==> config.mk <==
export PLATFORM = sky130hd
export DESIGN_NAME = control_sequencer
export DESIGN_NICKNAME = d
export VERILOG_FILES = /design/src/rtl/control_sequencer.sv
export SDC_FILE = /design/constraint.sdc
export NUM_CORES = 1
export LEC_CHECK = 0
export CAP_MARGIN = 0
export CORE_ASPECT_RATIO = 0.75
export CORE_MARGIN = 2
export CORE_UTILIZATION = 30
export DETAILED_ROUTE_END_ITERATION = 8
export PLACE_DENSITY = 0.64
export RECOVER_POWER = 100
export SYNTH_ARGS = -nofsm -noshare
export SYNTH_HDL_FRONTEND = slang
export SYNTH_SLANG_ARGS = --single-unit
==> constraint.sdc <==
create_clock -name clock -period 2.4 [get_ports clock]
set_input_delay 0.48 -clock clock [delete_from_list [all_inputs] [get_ports clock]]
set_output_delay 0.48 -clock clock [all_outputs]
set_load 0.05 [all_outputs]
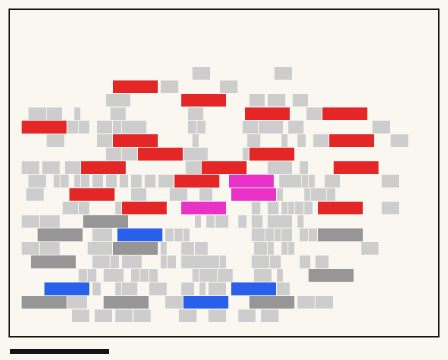
**Above:** run 1 (where the registers sit).
The bar under the picture is 20 µm long. Other sequential cells in the stronger gray, the rest of the logic in the fainter gray.
| color | signal | flops |
|---|---|---|
| blue | flags | 4 |
| red | instr_count | 16 |
| magenta | state_q | 3 |
not colored: 9
storage element area: 801 µm²
P_seq: 0.956 mW

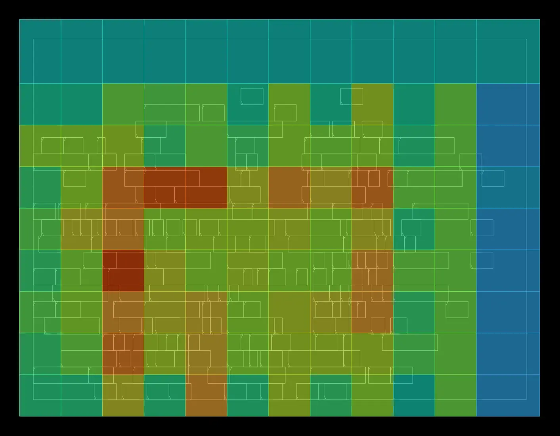
**Above:** run 1 (track usage over the die).
final core utilization: 41.1%
Global Route Usage Sum: 12.9%
GRT busiest layer: met1
met3 Use GR: 3.50%

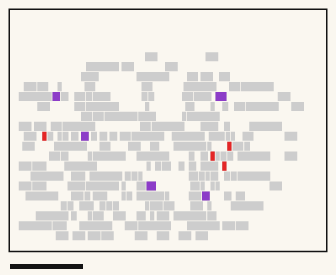
**Above:** run 1 (selected gate families).
The bar under the picture is 20 µm long.
| color | family | cells | most used |
|---|---|---|---|
| red | inverters | 4 | inv_1 |
| purple | AND and OR gates | 5 | and3_1 |
logic share of the area: 33.3%
Cell Count, Final, Fillers Out: 241
Commonest Layout Cell: dfrtp_1

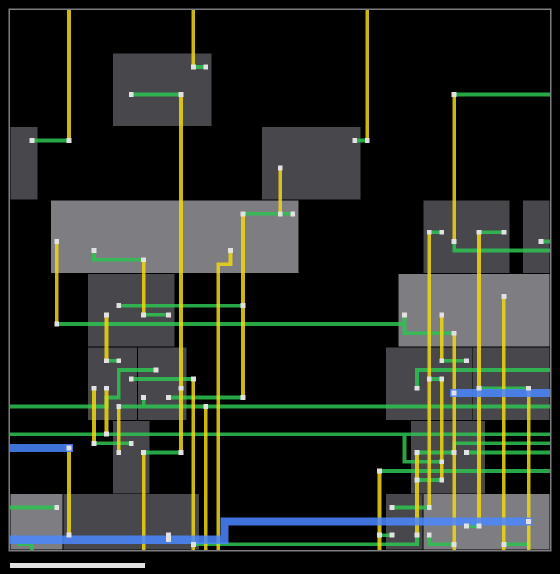
**Above:** run 1 (a small window of the routed layout).
The bar under the picture is 5 µm long. Region (33, 36) to (53, 56) µm. Cells in gray, sequential cells in the stronger gray; small squares are vias.
| color | layer |
|---|---|
| yellow | met2 |
| blue | met3 |
| green | met1 |
sequential cells in the window: 3
cells with their middle in the window: 15
most frequent: xor2_1 (3), dfrtp_1 (3)

==> flow_summary.toml, run 1 <==
# yosys + openroad results
[cells_and_area]
stdcell_area_um2 = 2010
fillers = 473
final_cell_mix = "dfrtp_1, dlygate4sd3_1, xor2_1"

[drt]
drc_errors = 0
drtAntennaViolNets = 0
drt-total-wl_mm = 3.34
drtIter0Drc = 61

[logic_synthesis]
ys_cells = 145
yosys.cell_types.count = 36
edf_count = 0
flop_cell = "dfrtp_1"
ys_warn_count = 0

[sta]
fin_setup_tns_ns = 0
post-route-min-period_ns = 2.29
setup_viol_count_final = 0
hold_viol_final = 0
fmax_ghz = 0.437
finalWorstSetupSlack_ns = 0.113

[placement]
dpl_worst_slack_ns = 0.412

[clock_tree]
cts-hold-fix-buffers = 0
cts_num_sinks = 32
cts_tree = "done"
post-cts-setup-buffers = 0
cts_max_level = 2
clock_latency_ns = 0.28

[setup_path]
cp_cell_sequence = "nor3_2, clkdlybuf4s50_1"
crit_buf_inv = 1
worst-path-stages = 2
slowest_stage = "clkdlybuf4s50_1"
crit_type = "reg2out"
r2r_cells = 4

[power]
peakVddDrop_mv = 0.790
power_density_nw_per_um2 = 1430

[hold_path]
hold_depth = 1

[global_route]
antenna_found_initial = 0
grt_pass1_vias = 1108

[outcome]
outcome = "completed"

[floorplanning]
die_y_um = 65.8
initial_core_util_pct = 31.2
run 1: worst reg2reg max path, delay by kind of cell, from the launching register on:
family	cells	cell delay, ns
AND-OR/OR-AND	1	0.94
flip-flops	1	0.60
AND/OR/NAND/NOR	2	0.34
XOR/XNOR	1	0.20
run 1: cell type report:
class	instances	area share (%)
Clock buffer	7	4.79
Multi-Input combinational cell	101	33.3
Inverter	4	0.746
Tap cell	60	3.73
Sequential cell	32	39.8
Timing Repair Buffer	37	17.7
run 1: synth_stat cells (all sizes together), types with 5 or more instances:
cell,number,share of area [%]
nor3,7,2.3
mux2,6,4.4
xor2,15,8.6
nor4,6,3.4
nand2,11,2.7
nand3,5,1.6
a21oi,9,3.2
nor2,11,2.7
dfrtp,32,52
o21ai,6,2.0
run 1: layer usage:
| layer | up-vias | wire, µm | track usage, % |
|---|---|---|---|
| met3 | 5 | 156 | 3.50 |
| met1 | 560 | 1720 | 18.7 |
| li1 | 577 | - | - |
| met5 | - | 0 | 0 |
| met4 | 0 | 65 | 6.45 |
| met2 | 30 | 1390 | 17.6 |
run 1: power breakdown:
part           internal [mW]  switching [mW]
clock network          0.255           0.201
registers              0.718           0.238
logic                  0.498           0.968
total                   1.47            1.41
run 1: cells by family after synthesis:
kind of cell    count (synthesis)  share of synthesized area (%)
simple gates                   53                           19.1
mux                             7                           5.07
xor+xnor                       16                           9.17
compound gates                 24                           9.58
flops                          32                           52.4
fa+ha+maj                       1                          0.818
buf+inv                        12                           3.93
## Run 2: what changed since run 1
- CTS_CLUSTER_DIAMETER: not set -> 30
==> run 2 against run 1 <==
  * Routed wire length did not move
  * Design area did not move
  * Flip-flop count stayed put
  * Power stayed put
  * Setup slack did not move
  * Synthesized cell count did not move
  * Hold slack did not move
  * Non-clock buffer count did not move
  * First-iteration DRC count did not move
==> flow_summary.toml, run 2 <==
# yosys + openroad results
[power]
peakVddDrop_mv = 0.790

[logic_synthesis]
edf_count = 0
yosys.cell_types.count = 36
ys_cells = 145
largest_area_cell = "dfrtp_1"
top_cell_area_share_pct = 52.4
ys_warn_count = 0
synthTopCellsByArea = "dfrtp_1, xor2_1, mux2_2, nand2_1, nor2_1"
synth.most_common_cell = "dfrtp_1"

[clock_tree]
cts_tree = "done"
clock_latency_ns = 0.28
cts_num_sinks = 32
cts_max_level = 2
post-cts-setup-buffers = 0

[sta]
setup_viol_count_final = 0

[setup_path]
crit_type = "reg2out"

[drt]
drtIter0Drc = 61
drt-total-wl_mm = 3.34

[global_route]
grtUsageTotal_pct = 12.9

[cells_and_area]
fillers = 473

[floorplanning]
die_y_um = 65.8

[outcome]
outcome = "completed"
-- run 2: cell counts in the layout (fill, tap and decap cells not counted) --
No cell type changed its count.
-- run 2: logic make-up (layout without fill, tap and decap cells) --
family,Yosys count,count (layout),share of synthesized area (%)
compound gates,24,24,9.58
xor+xnor,16,16,9.17
fa+ha+maj,1,1,0.818
buf+inv,12,48,3.93
flops,32,32,52.4
mux,7,7,5.07
simple gates,53,53,19.1
-- run 2: per-layer routing --
metal | global-route usage (%) | wire, µm | part of all wire (%)
met1 | 18.7 | 1720 | 52
met2 | 17.6 | 1390 | 42
met3 | 3.50 | 156 | 4.7
met4 | 6.45 | 65 | 1.9
met5 | 0 | 0 | 0
-- run 2: critical path: stages (launching register included) --
cell and delay [ns]:
dfrtp_1 0.47, nor3_2 0.23, clkdlybuf4s50_1 0.83
-- run 2: power by group --
group          leakage [nW]  switching (mW)  internal (mW)
Combinational         0.478           0.968          0.498
Sequential            0.398           0.238          0.718
Clock                0.0503           0.201          0.255
Total                 0.927            1.41           1.47
-- run 2: cell type report --
class                      count  share of cell area, %
sequential                    32                   39.8
multi-input combinational    101                   33.3
timing repair buffer          37                   17.7
clock buffer                   7                   4.79
tap                           60                   3.73
inverter                       4                  0.746
-- run 2: through the flow --
| stage | std cells | util, % | instance area (µm²) | worst slack, ns |
|---|---|---|---|---|
| after detailed placement | 234 | 39.3 | 1930 | 0.412 |
| after global placement | 234 | 39.3 | 1930 | 0.418 |
| after CTS | 241 | 41.3 | 2020 | 0.0962 |
| after floorplan | 145 | - | 1530 | 0.384 |
| final | 241 | 41.1 | 2010 | 0.113 |
| after global routing | 241 | 41.1 | 2010 | 0.0572 |
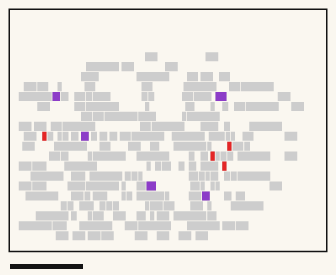
**Above:** run 2 (selected gate families).
The bar under the picture is 20 µm long.
| color | family | cells | most used |
|---|---|---|---|
| red | inverters | 4 | inv_1 |
| purple | AND and OR gates | 5 | and3_1 |

Power is estimated from default activity; no workload was simulated.
